--- src/rtl/instr_fetch_unit.sv ---
// instr_fetch_unit: PC sequencer with credit-limited imem requests and an instruction FIFO toward decode
module instr_fetch_unit #(
  parameter int          DEPTH    = 4,
  parameter logic [31:0] RESET_PC = 32'h0000_0000
) (
  input  logic        clk,
  input  logic        rst_n,
  input  logic        start,
  input  logic [31:0] start_pc,
  input  logic        halt,
  input  logic        redirect_valid,
  input  logic [31:0] redirect_pc,
  output logic        imem_req_valid,
  input  logic        imem_req_ready,
  output logic [31:0] imem_req_addr,
  input  logic        imem_rsp_valid,
  input  logic [31:0] imem_rsp_data,
  output logic        instr_valid,
  input  logic        instr_ready,
  output logic [31:0] instr_out,
  output logic [31:0] instr_pc,
  output logic        busy
);
  localparam int AW = $clog2(DEPTH);
  localparam int W  = AW + 1;
  localparam logic [W:0] DEPTH_C = (W+1)'(DEPTH);

  typedef enum logic {IDLE, RUN} state_e;

  state_e        state_q, state_d;
  logic [31:0]   pc_q, pc_d;
  logic [31:0]   rsp_pc_q, rsp_pc_d;
  logic [W-1:0]  inflight_q, inflight_d;
  logic [W-1:0]  discard_q, discard_d;
  logic [W-1:0]  count_q, count_d;
  logic [AW-1:0] wptr_q, wptr_d, rptr_q, rptr_d;
  logic [31:0]   data_q [DEPTH];
  logic [31:0]   pcs_q [DEPTH];
  logic          rsp, wr, rd, acc, start_flush;

  assign imem_req_valid = (state_q == RUN) && (({1'b0, inflight_q} + {1'b0, count_q}) < DEPTH_C) && !redirect_valid;
  assign imem_req_addr  = pc_q;
  assign instr_valid    = count_q != '0;
  assign instr_out      = instr_valid ? data_q[rptr_q] : '0;
  assign instr_pc       = instr_valid ? pcs_q[rptr_q] : '0;
  assign busy           = (state_q == RUN) || (inflight_q != '0);

  // Next state: normal fetch/FIFO bookkeeping, then start flush, then redirect overriding everything
  always_comb begin
    rsp         = imem_rsp_valid && inflight_q != '0;
    wr          = rsp && discard_q == '0;
    rd          = instr_valid && instr_ready;
    acc         = imem_req_valid && imem_req_ready;
    start_flush = start && state_q == IDLE;
    state_d     = start_flush ? RUN : (halt ? IDLE : state_q);
    pc_d        = acc ? pc_q + 32'd4 : pc_q;
    rsp_pc_d    = wr ? rsp_pc_q + 32'd4 : rsp_pc_q;
    inflight_d  = inflight_q + W'(acc) - W'(rsp);
    discard_d   = (rsp && discard_q != '0) ? discard_q - W'(1) : discard_q;
    count_d     = count_q + W'(wr) - W'(rd);
    wptr_d      = wr ? wptr_q + AW'(1) : wptr_q;
    rptr_d      = rd ? rptr_q + AW'(1) : rptr_q;
    if (start_flush) begin
      pc_d     = start_pc & 32'hFFFF_FFFC;
      rsp_pc_d = start_pc & 32'hFFFF_FFFC;
      count_d  = '0;
      wptr_d   = '0;
      rptr_d   = '0;
    end
    if (redirect_valid) begin
      pc_d      = redirect_pc & 32'hFFFF_FFFC;
      rsp_pc_d  = redirect_pc & 32'hFFFF_FFFC;
      discard_d = inflight_q - W'(rsp);
      count_d   = '0;
      wptr_d    = '0;
      rptr_d    = '0;
    end
  end

  // Control state registers; reset abandons every outstanding request
  always_ff @(posedge clk or negedge rst_n) begin
    if (!rst_n) begin
      state_q    <= IDLE;
      pc_q       <= RESET_PC;
      rsp_pc_q   <= RESET_PC;
      inflight_q <= '0;
      discard_q  <= '0;
      count_q    <= '0;
      wptr_q     <= '0;
      rptr_q     <= '0;
    end else begin
      state_q    <= state_d;
      pc_q       <= pc_d;
      rsp_pc_q   <= rsp_pc_d;
      inflight_q <= inflight_d;
      discard_q  <= discard_d;
      count_q    <= count_d;
      wptr_q     <= wptr_d;
      rptr_q     <= rptr_d;
    end
  end

  // FIFO storage holds instruction word and its PC; contents are only visible when count is nonzero
  always_ff @(posedge clk) begin
    if (wr) begin
      data_q[wptr_q] <= imem_rsp_data;
      pcs_q[wptr_q]  <= rsp_pc_q;
    end
  end
endmodule

--- config.mk ---
export PLATFORM = sky130hd
export DESIGN_NAME = instr_fetch_unit
export DESIGN_NICKNAME = d
export VERILOG_FILES = /design/src/rtl/instr_fetch_unit.sv
export SDC_FILE = /design/constraint.sdc
export NUM_CORES = 1
export LEC_CHECK = 0
export CORE_MARGIN = 2
export CORE_UTILIZATION = 48
export CTS_CLUSTER_DIAMETER = 80
export DETAILED_ROUTE_END_ITERATION = 7
export GPL_ROUTABILITY_DRIVEN = 0
export PLACE_DENSITY = 0.75
export SYNTH_ARGS = -nofsm -noshare
export SYNTH_HDL_FRONTEND = slang
export SYNTH_SLANG_ARGS = --single-unit
--- constraint.sdc ---
create_clock -name clk -period 7.4 [get_ports clk]
set_input_delay 1.11 -clock clk [delete_from_list [all_inputs] [get_ports clk]]
set_output_delay 1.11 -clock clk [all_outputs]
set_load 0.1 [all_outputs]
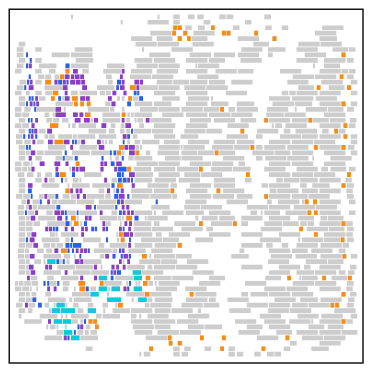
gate_families.png
Scale: 2 px per um.
Key: cyan = adder and majority cells [cells 18, most used ha_1, where south-west]; blue = NAND gates [cells 111, most used nand2_1]; purple = inverting AOI/OAI gates [cells 159, most used a21oi_1]; orange = AND and OR gates [cells 103, most used and2_1, where spread over the die]

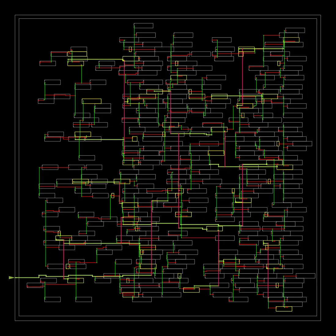
final_clocks.png
clock latency at the later pin of the worst-skew pair: 0.50 ns
clock tree skew after final layout: 0.00895 ns

==> impl_metrics.yaml <==
# flow metrics
clock_network:
  ctsRootBufferMaster: "sky130_fd_sc_hd__clkbuf_16"
  cts_hold_buf: 0
  clkTransAtPathRegs_ns: 0.06
run_status:
  status: "finished clean"
synthesis:
  ys_sh_adder_pct: 1.69
  synthCells: 974
  post_synth_ao_oa_area_fraction_pct: 8.34
  synth-seq-area-share_pct: 65.4
  top_cell: "sky130_fd_sc_hd__edfxtp_1"
  postSynth.topFlopCell: "sky130_fd_sc_hd__edfxtp_1"
  syn-mean-instance-area_um2: 14.6
timing:
  slew_headroom_pct: 27.8
critical_path:
  crit_buf_inv: 2
  reg_to_reg_critical_path_startpoint: "inflight_q[2]"
  timing.critical_path.fanout_max: 48
route:
  via_count: 8970
  postRouteAntennaNets: 0
die:
  initial_utilization_pct: 48.4
  coreArea_um2: 29400
power:
  power.static_leakage_uw: 0.00604
global_route:
  global_route.overflow_total: 0
cells_and_area:
  num-fill-cells: 2266
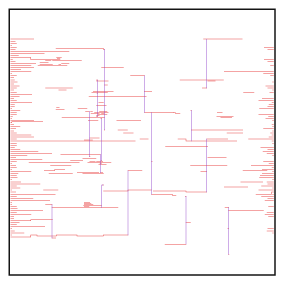
metal_stack.png
Scale: 1.5 px per um. Only two layers are drawn.
Key: purple = met4 [wire length 460 um]; red = met3 [wire length 2370 um]

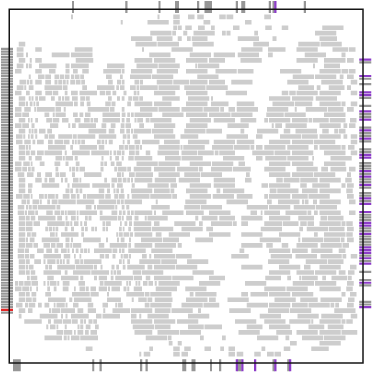
pins.png
Scale: 2 px per um. Pins as bars across the die edge, other pins in gray.
Key: red = rst_n [pins 1, direction input, edge west]; purple = imem_rsp_data [pins 32, direction input, edge 26 east, 5 south, 1 north]
All pins by edge: 98 west, 65 east, 23 south, 17 north.

metrics by stage:
step | hold WS, ns | cell area [um^2] | utilization (%) | setup WS, ns
finish | 0.530 | 17600 | 59.9 | 2.56
global route | 0.567 | 17600 | 59.9 | 2.28
CTS | 0.533 | 17600 | 59.9 | 2.42
detailed placement | 0.514 | 16500 | 56.2 | 2.95
global placement | 0.504 | 16500 | 56.2 | 2.96
floorplan | 0.474 | 14200 | - | 3.64
per-layer routing:
metal  track usage [%]  vias to the layer above  wire (um)
met5                 0                        -          0
met2              32.6                      350      14500
li1                  -                     4134          -
met3              4.63                       40       2370
met4              4.65                        0        459
met1              28.6                     4446      13800
cell type report:
| cell class | count | area share [%] |
|---|---|---|
| timing repair buffer | 206 | 11.5 |
| clock buffer | 49 | 5.52 |
| tap | 390 | 2.77 |
| multi-input combinational | 579 | 26.3 |
| inverter | 20 | 0.426 |
| sequential | 322 | 52.9 |
| clock inverter | 13 | 0.640 |
report_power, final:
group	internal [uW]	total [uW]	switching (uW)
registers	2100	2260	166
clock network	983	1640	659
logic	662	2400	1740
worst max path at each step:
stage	from	depth (start not counted)	slack [ns]	end
2_1_floorplan	imem_rsp_valid	4	3.64	data_q[0][0]
3_3_place_gp	rptr_q[0]	4	2.96	instr_out[29]
3_5_place_dp	rptr_q[0]	4	2.95	instr_out[6]
4_1_cts	rptr_q[0]	4	2.42	instr_out[6]
5_1_grt	rptr_q[0]	4	2.28	instr_out[6]
6_report	rptr_q[0]	4	2.56	instr_out[6]
sequential cells by signal, summed over array words and instances (netlist names):
register / flops
count_q: 3
pcs_q: 120
discard_q: 3
data_q: 128
wptr_q: 2
inflight_q: 3
rptr_q: 2
imem_req_addr: 30
rsp_pc_q: 30
state_q: 1
Power is estimated from default activity; no workload was simulated.
